**src/rtl/trace_pkg.sv**
```systemverilog
// Shared types for the commit trace buffer: record layout, capture states and
// the ebreak encoding used for program-end detection.
package trace_pkg;

  localparam int unsigned TRACE_XLEN = 32;
  localparam logic [31:0] EBREAK_INSN = 32'h0010_0073;

  typedef struct packed {
    logic [TRACE_XLEN-1:0] pc;
    logic [31:0]           instr;
    logic                  mem_we;
    logic [TRACE_XLEN-1:0] addr;
    logic [TRACE_XLEN-1:0] wdata;
  } trace_rec_t;

  typedef enum logic {
    RUN    = 1'b0,
    HALTED = 1'b1
  } trace_state_t;

endpackage

```
**src/rtl/commit_trace_buffer_if.sv**
```systemverilog
// Retire-side commit bus plus the valid/ready drain port of the trace buffer.
interface commit_trace_buffer_if #(
  parameter int XLEN = 32
);
  logic            commit_valid;
  logic [XLEN-1:0] commit_pc;
  logic [XLEN-1:0] commit_pc_next;
  logic [31:0]     commit_instr;
  logic            commit_mem_we;
  logic [XLEN-1:0] commit_addr;
  logic [XLEN-1:0] commit_wdata;

  logic            rd_valid;
  logic            rd_ready;
  logic [XLEN-1:0] rd_pc;
  logic [31:0]     rd_instr;
  logic            rd_mem_we;
  logic [XLEN-1:0] rd_addr;
  logic [XLEN-1:0] rd_wdata;

  modport master (
    output commit_valid, commit_pc, commit_pc_next, commit_instr,
           commit_mem_we, commit_addr, commit_wdata, rd_ready,
    input  rd_valid, rd_pc, rd_instr, rd_mem_we, rd_addr, rd_wdata
  );

  modport slave (
    input  commit_valid, commit_pc, commit_pc_next, commit_instr,
           commit_mem_we, commit_addr, commit_wdata, rd_ready,
    output rd_valid, rd_pc, rd_instr, rd_mem_we, rd_addr, rd_wdata
  );
endinterface

```
**src/rtl/trace_fifo.sv**
```systemverilog
// DEPTH-deep synchronous FIFO of trace records with wrap-bit pointers and a
// synchronous flush that overrides push and pop.
module trace_fifo
  import trace_pkg::*;
#(
  parameter int DEPTH = 16
) (
  input  logic                   clk,
  input  logic                   rst,
  input  logic                   flush,
  input  logic                   push,
  input  trace_rec_t             push_data,
  input  logic                   pop,
  output trace_rec_t             head,
  output logic [$clog2(DEPTH):0] level,
  output logic                   full,
  output logic                   empty
);

  localparam int IDX_W = $clog2(DEPTH);

  logic [IDX_W:0] wr_ptr_q, wr_ptr_d;
  logic [IDX_W:0] rd_ptr_q, rd_ptr_d;
  logic           do_push, do_pop;
  trace_rec_t     mem_q [DEPTH];

  assign empty = (wr_ptr_q == rd_ptr_q);
  assign full  = (wr_ptr_q[IDX_W-1:0] == rd_ptr_q[IDX_W-1:0]) &&
                 (wr_ptr_q[IDX_W] != rd_ptr_q[IDX_W]);
  assign level = wr_ptr_q - rd_ptr_q;
  assign head  = mem_q[rd_ptr_q[IDX_W-1:0]];

  // A push into a full FIFO is accepted only when the head leaves in the same cycle.
  always_comb begin
    do_pop   = pop && !empty && !flush;
    do_push  = push && (!full || do_pop) && !flush;
    wr_ptr_d = wr_ptr_q;
    rd_ptr_d = rd_ptr_q;
    if (flush) begin
      wr_ptr_d = '0;
      rd_ptr_d = '0;
    end else begin
      if (do_push) wr_ptr_d = wr_ptr_q + 1'b1;
      if (do_pop)  rd_ptr_d = rd_ptr_q + 1'b1;
    end
  end

  always_ff @(posedge clk or negedge rst) begin
    if (!rst) begin
      wr_ptr_q <= '0;
      rd_ptr_q <= '0;
    end else begin
      wr_ptr_q <= wr_ptr_d;
      rd_ptr_q <= rd_ptr_d;
    end
  end

  always_ff @(posedge clk) begin
    if (do_push) mem_q[wr_ptr_q[IDX_W-1:0]] <= push_data;
  end

endmodule

```
**src/rtl/commit_trace_buffer.sv**
```systemverilog
// Commit-trace capture: records retired instructions into a drainable FIFO,
// detects program end and keeps statistics. TRACE_MEM_ONLY_EN records stores only.
module commit_trace_buffer
  import trace_pkg::*;
#(
  parameter int XLEN        = TRACE_XLEN,
  parameter int DEPTH       = 16,
  parameter int HALT_REPEAT = 4,
  parameter int CNT_W       = 32
) (
  input  logic                   clk,
  input  logic                   rst,
  input  logic                   clear,
  commit_trace_buffer_if.slave   bus,
  output logic [$clog2(DEPTH):0] level,
  output logic                   halted,
  output logic                   halt_cause,
  output logic                   overflow,
  output logic [CNT_W-1:0]       drop_count,
  output logic [CNT_W-1:0]       cycle_count,
  output logic [CNT_W-1:0]       retire_count
);

  localparam int LOOP_W = $clog2(HALT_REPEAT + 1);

  function automatic logic [CNT_W-1:0] sat_inc(input logic [CNT_W-1:0] v);
    return (&v) ? v : v + CNT_W'(1);
  endfunction

  trace_state_t      state_q, state_d;
  logic [LOOP_W-1:0] loop_cnt_q, loop_cnt_d, loop_inc;
  logic              halt_cause_q, halt_cause_d;
  logic              overflow_q, overflow_d;
  logic [CNT_W-1:0]  drop_q, drop_d;
  logic [CNT_W-1:0]  cycle_q, cycle_d;
  logic [CNT_W-1:0]  retire_q, retire_d;

  logic [XLEN-1:0]   pc_w, pc_next_w;
  logic              want_push, push_req, pop_req, rd_valid;
  logic              fifo_full, fifo_empty;
  trace_rec_t        rec, head;

  assign pc_w      = bus.commit_pc;
  assign pc_next_w = bus.commit_pc_next;
  assign loop_inc  = loop_cnt_q + LOOP_W'(1);

  assign rec.pc     = bus.commit_pc;
  assign rec.instr  = bus.commit_instr;
  assign rec.mem_we = bus.commit_mem_we;
  assign rec.addr   = bus.commit_addr;
  assign rec.wdata  = bus.commit_wdata;

`ifdef TRACE_MEM_ONLY_EN
  assign want_push = bus.commit_mem_we;
`else
  assign want_push = 1'b1;
`endif

  assign rd_valid = !fifo_empty;
  assign pop_req  = rd_valid && bus.rd_ready;

  always_comb begin
    state_d      = state_q;
    loop_cnt_d   = loop_cnt_q;
    halt_cause_d = halt_cause_q;
    overflow_d   = overflow_q;
    drop_d       = drop_q;
    cycle_d      = cycle_q;
    retire_d     = retire_q;
    push_req     = 1'b0;
    if (clear) begin
      state_d      = RUN;
      loop_cnt_d   = '0;
      halt_cause_d = 1'b0;
      overflow_d   = 1'b0;
      drop_d       = '0;
      cycle_d      = '0;
      retire_d     = '0;
    end else if (state_q == RUN) begin
      cycle_d = sat_inc(cycle_q);
      if (bus.commit_valid) begin
        retire_d = sat_inc(retire_q);
        push_req = want_push;
        if (want_push && fifo_full && !pop_req) begin
          overflow_d = 1'b1;
          drop_d     = sat_inc(drop_q);
        end
        // ebreak wins over the self-loop count; the halting commit itself is still recorded.
        if (bus.commit_instr == EBREAK_INSN) begin
          state_d      = HALTED;
          halt_cause_d = 1'b1;
        end else if (pc_next_w == pc_w) begin
          loop_cnt_d = loop_inc;
          if (loop_inc == LOOP_W'(HALT_REPEAT)) begin
            state_d      = HALTED;
            halt_cause_d = 1'b0;
          end
        end else begin
          loop_cnt_d = '0;
        end
      end
    end
  end

  always_ff @(posedge clk or negedge rst) begin
    if (!rst) begin
      state_q      <= RUN;
      loop_cnt_q   <= '0;
      halt_cause_q <= 1'b0;
      overflow_q   <= 1'b0;
      drop_q       <= '0;
      cycle_q      <= '0;
      retire_q     <= '0;
    end else begin
      state_q      <= state_d;
      loop_cnt_q   <= loop_cnt_d;
      halt_cause_q <= halt_cause_d;
      overflow_q   <= overflow_d;
      drop_q       <= drop_d;
      cycle_q      <= cycle_d;
      retire_q     <= retire_d;
    end
  end

  trace_fifo #(.DEPTH(DEPTH)) u_fifo (
    .clk       (clk),
    .rst       (rst),
    .flush     (clear),
    .push      (push_req),
    .push_data (rec),
    .pop       (pop_req),
    .head      (head),
    .level     (level),
    .full      (fifo_full),
    .empty     (fifo_empty)
  );

  assign bus.rd_valid  = rd_valid;
  assign bus.rd_pc     = head.pc;
  assign bus.rd_instr  = head.instr;
  assign bus.rd_mem_we = head.mem_we;
  assign bus.rd_addr   = head.addr;
  assign bus.rd_wdata  = head.wdata;

  assign halted       = (state_q == HALTED);
  assign halt_cause   = halt_cause_q;
  assign overflow     = overflow_q;
  assign drop_count   = drop_q;
  assign cycle_count  = cycle_q;
  assign retire_count = retire_q;

endmodule

```
**src/flat_wrapper.sv**
```systemverilog
// flat-port wrapper written by rule: the top's interface ports become plain ports
module commit_trace_buffer_flat import trace_pkg::*;
#(
  parameter int XLEN        = TRACE_XLEN,
  parameter int DEPTH       = 16,
  parameter int HALT_REPEAT = 4,
  parameter int CNT_W       = 32
)
  (clk, rst, clear, level, halted, halt_cause, overflow, drop_count, cycle_count, retire_count, bus_commit_valid, bus_commit_pc, bus_commit_pc_next, bus_commit_instr, bus_commit_mem_we, bus_commit_addr, bus_commit_wdata, bus_rd_ready, bus_rd_valid, bus_rd_pc, bus_rd_instr, bus_rd_mem_we, bus_rd_addr, bus_rd_wdata);
  commit_trace_buffer_if #(.XLEN(XLEN)) bus_i ();
  input  logic clk;
  input  logic rst;
  input  logic clear;
  output logic [$clog2(DEPTH):0] level;
  output logic halted;
  output logic halt_cause;
  output logic overflow;
  output logic [CNT_W-1:0] drop_count;
  output logic [CNT_W-1:0] cycle_count;
  output logic [CNT_W-1:0] retire_count;
  input wire logic [$bits(bus_i.commit_valid)-1:0] bus_commit_valid;
  input wire logic [$bits(bus_i.commit_pc)-1:0] bus_commit_pc;
  input wire logic [$bits(bus_i.commit_pc_next)-1:0] bus_commit_pc_next;
  input wire logic [$bits(bus_i.commit_instr)-1:0] bus_commit_instr;
  input wire logic [$bits(bus_i.commit_mem_we)-1:0] bus_commit_mem_we;
  input wire logic [$bits(bus_i.commit_addr)-1:0] bus_commit_addr;
  input wire logic [$bits(bus_i.commit_wdata)-1:0] bus_commit_wdata;
  input wire logic [$bits(bus_i.rd_ready)-1:0] bus_rd_ready;
  output wire logic [$bits(bus_i.rd_valid)-1:0] bus_rd_valid;
  output wire logic [$bits(bus_i.rd_pc)-1:0] bus_rd_pc;
  output wire logic [$bits(bus_i.rd_instr)-1:0] bus_rd_instr;
  output wire logic [$bits(bus_i.rd_mem_we)-1:0] bus_rd_mem_we;
  output wire logic [$bits(bus_i.rd_addr)-1:0] bus_rd_addr;
  output wire logic [$bits(bus_i.rd_wdata)-1:0] bus_rd_wdata;
  assign bus_i.commit_valid = bus_commit_valid;
  assign bus_i.commit_pc = bus_commit_pc;
  assign bus_i.commit_pc_next = bus_commit_pc_next;
  assign bus_i.commit_instr = bus_commit_instr;
  assign bus_i.commit_mem_we = bus_commit_mem_we;
  assign bus_i.commit_addr = bus_commit_addr;
  assign bus_i.commit_wdata = bus_commit_wdata;
  assign bus_i.rd_ready = bus_rd_ready;
  assign bus_rd_valid = bus_i.rd_valid;
  assign bus_rd_pc = bus_i.rd_pc;
  assign bus_rd_instr = bus_i.rd_instr;
  assign bus_rd_mem_we = bus_i.rd_mem_we;
  assign bus_rd_addr = bus_i.rd_addr;
  assign bus_rd_wdata = bus_i.rd_wdata;
  commit_trace_buffer #(.XLEN(XLEN), .DEPTH(DEPTH), .HALT_REPEAT(HALT_REPEAT), .CNT_W(CNT_W)) u_core (.clk(clk), .rst(rst), .clear(clear), .bus(bus_i), .level(level), .halted(halted), .halt_cause(halt_cause), .overflow(overflow), .drop_count(drop_count), .cycle_count(cycle_count), .retire_count(retire_count));
endmodule
```
**config.mk**
```make
export PLATFORM = sky130hd
export DESIGN_NAME = commit_trace_buffer_flat
export DESIGN_NICKNAME = d
export VERILOG_FILES = /design/src/rtl/trace_pkg.sv /design/src/rtl/commit_trace_buffer_if.sv /design/src/rtl/trace_fifo.sv /design/src/rtl/commit_trace_buffer.sv /design/src/flat_wrapper.sv
export SDC_FILE = /design/constraint.sdc
export NUM_CORES = 2
export LEC_CHECK = 0
export ABC_AREA = 1
export CORE_MARGIN = 4
export CORE_UTILIZATION = 65
export DETAILED_ROUTE_END_ITERATION = 10
export HOLD_SLACK_MARGIN = 0.1
export PLACE_DENSITY = 0.85
export SYNTH_ARGS = -nofsm -noshare
export SYNTH_HDL_FRONTEND = slang
export SYNTH_SLANG_ARGS = --single-unit
```
**constraint.sdc**
```tcl
create_clock -name clk -period 12.8 [get_ports clk]
set_input_delay 2.56 -clock clk [delete_from_list [all_inputs] [get_ports clk]]
set_output_delay 2.56 -clock clk [all_outputs]
set_load 0.03 [all_outputs]
```
==> images/met1.png <==
The bar under the picture is 100 um long. Supply wires on this layer in grey.
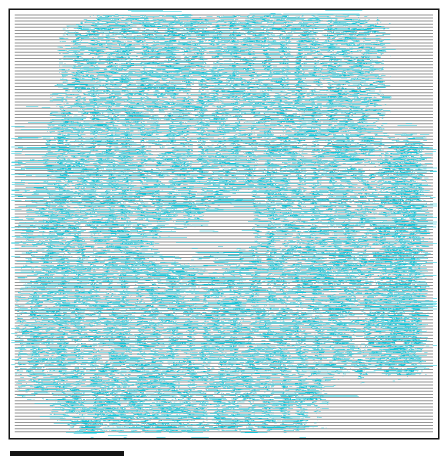
share of all routed wire: 35%
wire length on this layer: 81.5 mm
longest straight run: 87.4 um
main direction: horizontal
nets with wire on the layer: 6789

==> images/met2.png <==
Cells faint in the background.
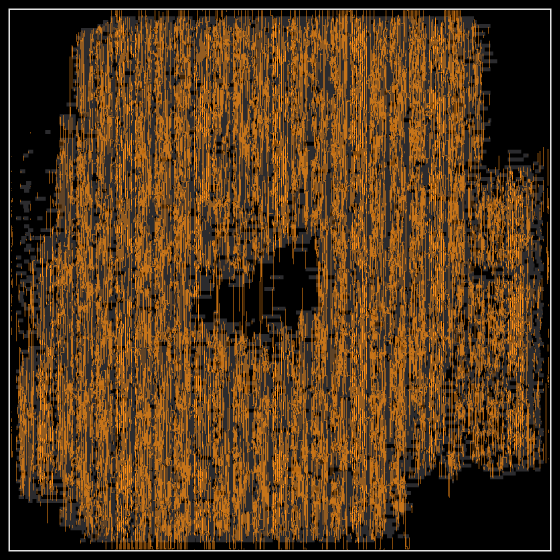
longest straight run: 116 um
share of all routed wire: 48%
nets with wire on the layer: 6121
main direction: vertical
wire length on this layer: 114 mm

==> flow_metrics.env <==
# yosys + openroad results
export IMPL_drt_total_wl_um=236000
export IMPL_grt_max_degree=282
export IMPL_power_density_nw_per_um2=164
export IMPL_layout_drive_gt1_share=0.0615
export IMPL_postCtsSetupRepairBufs=0
export IMPL_p_total_mw=16.3
export IMPL_seqPwrFrac=0.485
export IMPL_yosys_cells=6846
export IMPL_wl_met2_um=114000
export IMPL_fillCellCount=7523
export IMPL_final_seq_area_um2=64800
export IMPL_hp_class="reg2reg"
export IMPL_placed_area_um2=92300
export IMPL_netlist_area_um2=87200
export IMPL_finalNonFillerCells=9044
export IMPL_synthMuxAreaShare=0
export IMPL_sh_comb_area=0.202
export IMPL_viasPerCell=6.73
export IMPL_finalWorstSetupSlack_ns=4.35
export IMPL_finalSetupTns_ns=0
export IMPL_first_pass_iters=7
export IMPL_grt_pass1_wl_um=348000
export IMPL_yosys_warnings=0
export IMPL_fp_dieW_um=374
export IMPL_comb_cells=4072
export IMPL_nClkBuffers=251
export IMPL_ys_top_cells_by_area="edfxtp_1 71%, o21ai_0 6.2%, nor2_1 5.1%"
export IMPL_clk_share=0.0687
export IMPL_clock_skew_ns=0.0253
export IMPL_adder_share=0.00224
export IMPL_port_buffers=399
export IMPL_cts_resized=0
export IMPL_pin_count=400
export IMPL_top_usage_layer="met2"
export IMPL_rows=134
export IMPL_regToRegSetupSlack_ns=6.39
export IMPL_drtIter0Drc=10500
export IMPL_setup_viol=0
export IMPL_cp_num_cells=8
export IMPL_topCombFamilyByArea="AND-OR/OR-AND gates"
export IMPL_p_comb_frac=0.138
export IMPL_grtUsageTotal=0.327
export IMPL_core_area_um2=133000
export IMPL_powerComb_mw=2.24
export IMPL_worst_slew_pin_slew_ns=1.25
export IMPL_lay_top_cells="2064 x edfxtp_1, 1169 x nor2_1, 1078 x o21ai_0"
export IMPL_finalHoldViolCount=0
export IMPL_p_int_mw=12.0
export IMPL_flop_count=2176
export IMPL_rsz0062_at_grt="false"
export IMPL_die_h_um=374
export IMPL_maxPowerGroup="registers"
export IMPL_grt_use_met1=0.440
export IMPL_synthSimpleGateAreaFrac=0.107
export IMPL_r2r_end="u_core.u_fifo.mem_q[13][74]"
export IMPL_die_area_um2=140000
export IMPL_fp_util=0.654
export IMPL_cts_max_level=4
export IMPL_slew_violations=0
export IMPL_reg2reg_depth=12
export IMPL_synthesis_nets=7027
export IMPL_relSlewSlack=0.169
export IMPL_cp_endpoint="bus_rd_pc[12]"
export IMPL_pg_clk_mw=6.13
export IMPL_status="completed"
export IMPL_crit_top_cell="buf_4"
export IMPL_path_delay_family="buffers and inverters"
export IMPL_async_flop_share=0.0515
export IMPL_dp_cells=8642
export IMPL_clockBufferDepth=3
export IMPL_clkPwrFrac=0.377
export IMPL_cts_hold_buf=0
export IMPL_largest_area_cell="edfxtp_1"
export IMPL_grt_util_met2=0.518
export IMPL_worstPathCellList="buf_4 -> buf_4 -> buf_4 -> o21ai_0 -> o221ai_1 -> o211ai_1 -> nand3_1 -> clkdlybuf4s50_1"
export IMPL_synth_cell_types=44
export IMPL_dp_hpwl_um=115000
export IMPL_final_period_utilization=0.660
export IMPL_min_to="u_core.loop_cnt_q[2]"
export IMPL_synthFlopType="edfxtp_1"
export IMPL_switchingPower_mw=4.23
export IMPL_highest_layer="met5"
export IMPL_seq_share=0.653
export IMPL_synth_most_common_cell="edfxtp_1"
export IMPL_holdPathStages=2
export IMPL_syn_to_final_growth_pct=13.8
export IMPL_clk_latency_ns=0.83
==> images/met3.png <==
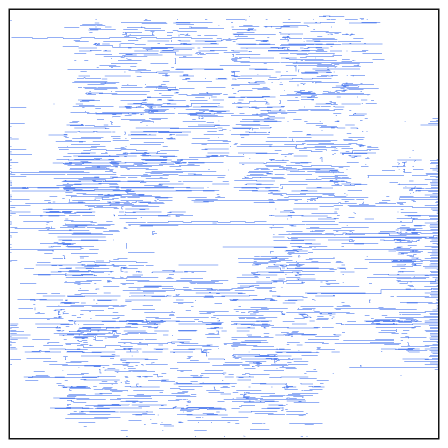
share of all routed wire: 13%
longest straight run: 157 um

